`src/rtl/uart_cmd_sender.sv`:
```
// UART command sender: accepts an opcode plus up to three argument bytes and
// serialises the frames for that opcode onto a single idle-high TX line.
module uart_cmd_sender #(
  parameter int GAP_BITS = 0,
  parameter int CNT_W    = 8
) (
  input  logic             CLK,
  input  logic             RST,
  input  logic             CMD_VALID,
  output logic             CMD_READY,
  input  logic [7:0]       CMD_OP,
  input  logic [7:0]       CMD_ARG0,
  input  logic [7:0]       CMD_ARG1,
  input  logic [7:0]       CMD_ARG2,
  input  logic [CNT_W-1:0] BIT_TICKS,
  input  logic             PAR_EN,
  input  logic             PAR_TYP,
  output logic             TX_OUT,
  output logic             BUSY,
  output logic             DONE,
  output logic             ERR
);

  // Bit counter is shared by the data bits (0..7) and the gap bits.
  localparam int BW = $clog2(GAP_BITS + 9);

  typedef enum logic [2:0] {IDLE, START, DATA, PARITY, STOP, GAP} state_t;

  state_t           state_q, state_d;
  logic [CNT_W-1:0] tick_q, tick_d;
  logic [BW-1:0]    bit_q, bit_d;
  logic [1:0]       byte_q, byte_d;
  logic [2:0]       nbytes_q, nbytes_d;
  logic             tx_q, tx_d;
  logic             done_q, done_d;
  logic             err_q, err_d;
  logic             frame_end;
  logic             accept;
  logic [7:0]       byte_sel;

  logic [7:0]       op_q, arg0_q, arg1_q, arg2_q;
  logic [CNT_W-1:0] bt_q;
  logic             pen_q, ptyp_q;

  // Number of bytes on the wire for an opcode; zero marks an unsupported one.
  function automatic logic [2:0] op_len(input logic [7:0] op);
    case (op)
      8'hAA:        return 3'd3;
      8'hBB, 8'hDD: return 3'd2;
      8'hCC:        return 3'd4;
      default:      return 3'd0;
    endcase
  endfunction

  assign CMD_READY = (state_q == IDLE) && !err_q;
  assign accept    = CMD_VALID && CMD_READY;
  assign BUSY      = (state_q != IDLE);
  assign TX_OUT    = tx_q;
  assign DONE      = done_q;
  assign ERR       = err_q;

  // Next-state logic: bit timing, frame sequencing and command completion.
  always_comb begin
    state_d   = state_q;
    tick_d    = tick_q;
    bit_d     = bit_q;
    byte_d    = byte_q;
    nbytes_d  = nbytes_q;
    done_d    = 1'b0;
    err_d     = 1'b0;
    frame_end = 1'b0;
    if (state_q == IDLE) begin
      if (accept) begin
        if (op_len(CMD_OP) != 3'd0) begin
          state_d  = START;
          tick_d   = '0;
          bit_d    = '0;
          byte_d   = '0;
          nbytes_d = op_len(CMD_OP);
        end else begin
          err_d = 1'b1;
        end
      end
    end else if (tick_q != bt_q) begin
      tick_d = tick_q + CNT_W'(1);
    end else begin
      tick_d = '0;
      case (state_q)
        START: begin
          state_d = DATA;
          bit_d   = '0;
        end
        DATA: begin
          if (bit_q == BW'(7)) state_d = pen_q ? PARITY : STOP;
          else                 bit_d   = bit_q + BW'(1);
        end
        PARITY: state_d = STOP;
        STOP: begin
          if (GAP_BITS > 0) begin
            state_d = GAP;
            bit_d   = '0;
          end else begin
            frame_end = 1'b1;
          end
        end
        GAP: begin
          if (bit_q == BW'(GAP_BITS - 1)) frame_end = 1'b1;
          else                            bit_d     = bit_q + BW'(1);
        end
        default: state_d = IDLE;
      endcase
      if (frame_end) begin
        if ({1'b0, byte_q} == nbytes_q - 3'd1) begin
          state_d = IDLE;
          done_d  = 1'b1;
        end else begin
          state_d = START;
          byte_d  = byte_q + 2'd1;
        end
      end
    end
  end

  // Line level for the upcoming cycle, so TX_OUT comes straight from a flop.
  always_comb begin
    case (byte_d)
      2'd1:    byte_sel = arg0_q;
      2'd2:    byte_sel = arg1_q;
      2'd3:    byte_sel = arg2_q;
      default: byte_sel = op_q;
    endcase
    case (state_d)
      START:   tx_d = 1'b0;
      DATA:    tx_d = byte_sel[bit_d[2:0]];
      PARITY:  tx_d = (^byte_sel) ^ ptyp_q;
      default: tx_d = 1'b1;
    endcase
  end

  // Control state register with asynchronous reset to an idle, high line.
  always_ff @(posedge CLK or posedge RST) begin
    if (RST) begin
      state_q  <= IDLE;
      tick_q   <= '0;
      bit_q    <= '0;
      byte_q   <= '0;
      nbytes_q <= '0;
      tx_q     <= 1'b1;
      done_q   <= 1'b0;
      err_q    <= 1'b0;
    end else begin
      state_q  <= state_d;
      tick_q   <= tick_d;
      bit_q    <= bit_d;
      byte_q   <= byte_d;
      nbytes_q <= nbytes_d;
      tx_q     <= tx_d;
      done_q   <= done_d;
      err_q    <= err_d;
    end
  end

  // Command payload and line settings, frozen at acceptance.
  always_ff @(posedge CLK) begin
    if (accept) begin
      op_q   <= CMD_OP;
      arg0_q <= CMD_ARG0;
      arg1_q <= CMD_ARG1;
      arg2_q <= CMD_ARG2;
      bt_q   <= BIT_TICKS;
      pen_q  <= PAR_EN;
      ptyp_q <= PAR_TYP;
    end
  end

endmodule

```
`config.mk`:
```
export PLATFORM = sky130hd
export DESIGN_NAME = uart_cmd_sender
export DESIGN_NICKNAME = d
export VERILOG_FILES = /design/src/rtl/uart_cmd_sender.sv
export SDC_FILE = /design/constraint.sdc
export NUM_CORES = 1
export LEC_CHECK = 0
export CORE_MARGIN = 1
export CORE_UTILIZATION = 25
export CTS_CLUSTER_DIAMETER = 40
export DETAILED_ROUTE_END_ITERATION = 16
export PLACE_DENSITY = 0.42
export SETUP_SLACK_MARGIN = 0.4
export SLEW_MARGIN = 40
export SYNTH_ARGS = -nofsm -noshare
export SYNTH_HDL_FRONTEND = slang
export SYNTH_SLANG_ARGS = --single-unit
export TNS_END_PERCENT = 1
```
`constraint.sdc`:
```
create_clock -name CLK -period 2.7 [get_ports CLK]
set_input_delay 0.54 -clock CLK [delete_from_list [all_inputs] [get_ports CLK]]
set_output_delay 0.54 -clock CLK [all_outputs]
set_load 0.01 [all_outputs]
```
### Selected gate families

Drawn at 4 px/um.
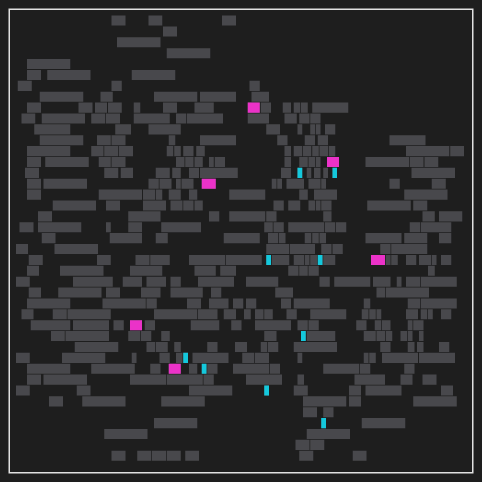
legend:
  non-inverting ao/oa cells:
    color: magenta
    cells: 6
  inv cells:
    color: cyan
    cells: 9

### Track usage over the die

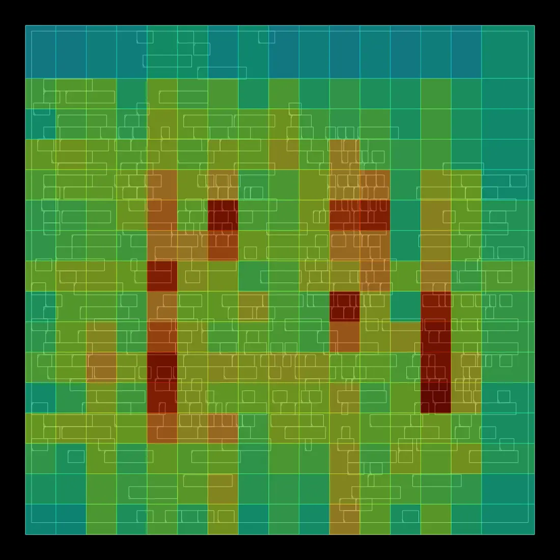
final core occ: 38.9%
met3 usage in global routing: 4.18%
drt wl/cell: 13.8 um
layer with the highest usage: met2
met2 GRT Util: 21.6%

### The metal 2 layer

Drawn at 2 px/um. Cells faint in the background.
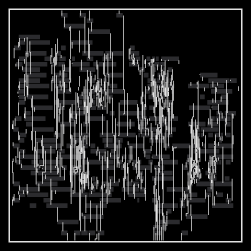
wire length on this layer: 3680 um
main direction: vertical
final wirelength: 7510 um
Via Count: 2393

==> out/metrics.cfg <==
[power_and_ir_drop]
p_clk_share_pct=36.1
p_per_area_nw_per_um2=699
power.group.top=sequential cells
clk-power_mw=1.23
comb-power_mw=0.927
power_mw=3.42
swShare_pct=27.2
p_int_mw=2.49
seq_power_mw=1.26
netSwitchingPower_mw=0.929
p_leak_nw=1.90

[outcome]
outcome=finished, violations left
failed_checks=setup timing

[placed_design]
portBuffers=49
gp_congestion=0.777
dp_hpwl_um=5530

[timing]
setup_tns_ns=-0.179
period_minus_slack_ns=2.88
worst_slack_ns=-0.179
rsz0062_at_grt=true
clock.fmax_mhz=347
hold_viol=0
setup_viol_count_final=1
fin_skew_ns=0.00726
slew_headroom_pct=57.0
worst_slew_pin_slew_ns=0.629

[critical_path]
cp.arrival_ns=3.14
cp_cell_sequence=xor2_2, nor4_4, nand4_2, mux2i_2, buf_6, buf_12, mux2i_2, mux2i_4, buf_4, mux2i_1, a31oi_1, and4_1, a311o_1
r2r-start=tick_q[1]$_DFFE_PP0P_
crit_path_top_delay_cell=dfrtp_1
reg2regPathDepth=13
crit_path_end_kind=register
required_ns=2.97
cpLargestDelayFamily=simple AND/OR/NAND/NOR gates
cp_max_fo=8
crit_path_frequent_cell=mux2i_2
critPathCapture=TX_OUT$_DFF_PP1_
path_depth=13

[clock_tree]
insertion_delay_ns=0.34
cts.clk_slew.worst_paths_ns=0.06
numCtsBuffers=9
ctsHoldBuffers=0
clkSinkCount=65
htreeDepth=3
clockRootBuffer=clkbuf_16

[cells_and_area]
seq_share_pct=37.6
regArea_um2=1840
lay_top_count=buf_4
seq_cells=65
finalNetCount=416
logic_gate_count=174
drive_gt1_share_pct=29.8
comb_area_um2=1500
lay_top_cells=buf_4 (53), clkdlybuf4s50_1 (43), edfxtp_1 (42)
area_growth_pct=51.7
clock_buffers=10
buffers_excl_clock=109
final-nonclk-buf-share_pct=20.2
nFillCells=1236
antennaDiodeCount=0
num-nonclk-inverters=9
clk_share_pct=6.35

[grt]
grt_start_max_net_pins=38
grt_pass1_wl_um=12500
first_global_vias=2551
grt_overflow_total=0

[synth]
topCellsByArea=edfxtp_1 (39%), dfrtp_1 (17%), mux2i_1 (9.3%), xor2_1 (4.3%), o21ai_0 (2.8%)
synth_area_um2=3220
ys_seq_share_pct=57.0
top_cell_area_share_pct=39.1
postSynthCellCount=254
yosysMostFrequentCell=edfxtp_1
synth-edff-count=42
top_cells_by_count=edfxtp_1 (42), mux2i_1 (30), dfrtp_1 (22)
yosys_most_used_dff=edfxtp_1
ys_types=53
ys.warnings.count=0
xor_share_pct=7.07
top_area_cell=edfxtp_1
ys_ff=65
yosys.area_share.simple_pct=12.8

[route]
drt_first_pass_iters=4
avgViaCountPerCell=4.40
drc_errors=0
final_antenna_net_count=0
drt_iter0_drc=75

[flow_run]
tool_warnings=29

[floorplanning]
taps=172
core_region_area_um2=12600
die-area_um2=13300
die_w_um=116
die_h_um=116
rows=41

[worst_hold_path]
min_path_type=primary input to asynchronous set/reset pin

per-stage QoR:
step,util [%],setup slack [ns],area (um^2),cells,hold WS (ns)
2_1_floorplan,-,-0.0360,3240,254,0.482
3_3_place_gp,34.3,-0.656,4320,523,0.538
3_5_place_dp,34.3,-0.696,4320,523,0.549
4_1_cts,38.5,-0.270,4840,543,0.558
5_1_grt,38.9,-0.343,4890,544,0.605
6_report,38.9,-0.179,4890,544,0.557
registers in the layout (all words and copies together), names as in the netlist:
signal / flops
op_q: 8
byte_q: 2
arg0_q: 8
arg2_q: 8
bit_q: 4
nbytes_q: 3
arg1_q: 8
TX_OUT: 1
ptyp_q: 1
state_q: 3
pen_q: 1
tick_q: 8
bt_q: 8
DONE: 1
ERR: 1
tightest hold or removal path: cells and delay by family:
family                 cells  cell delay [ns]
buffers and inverters      3             0.76
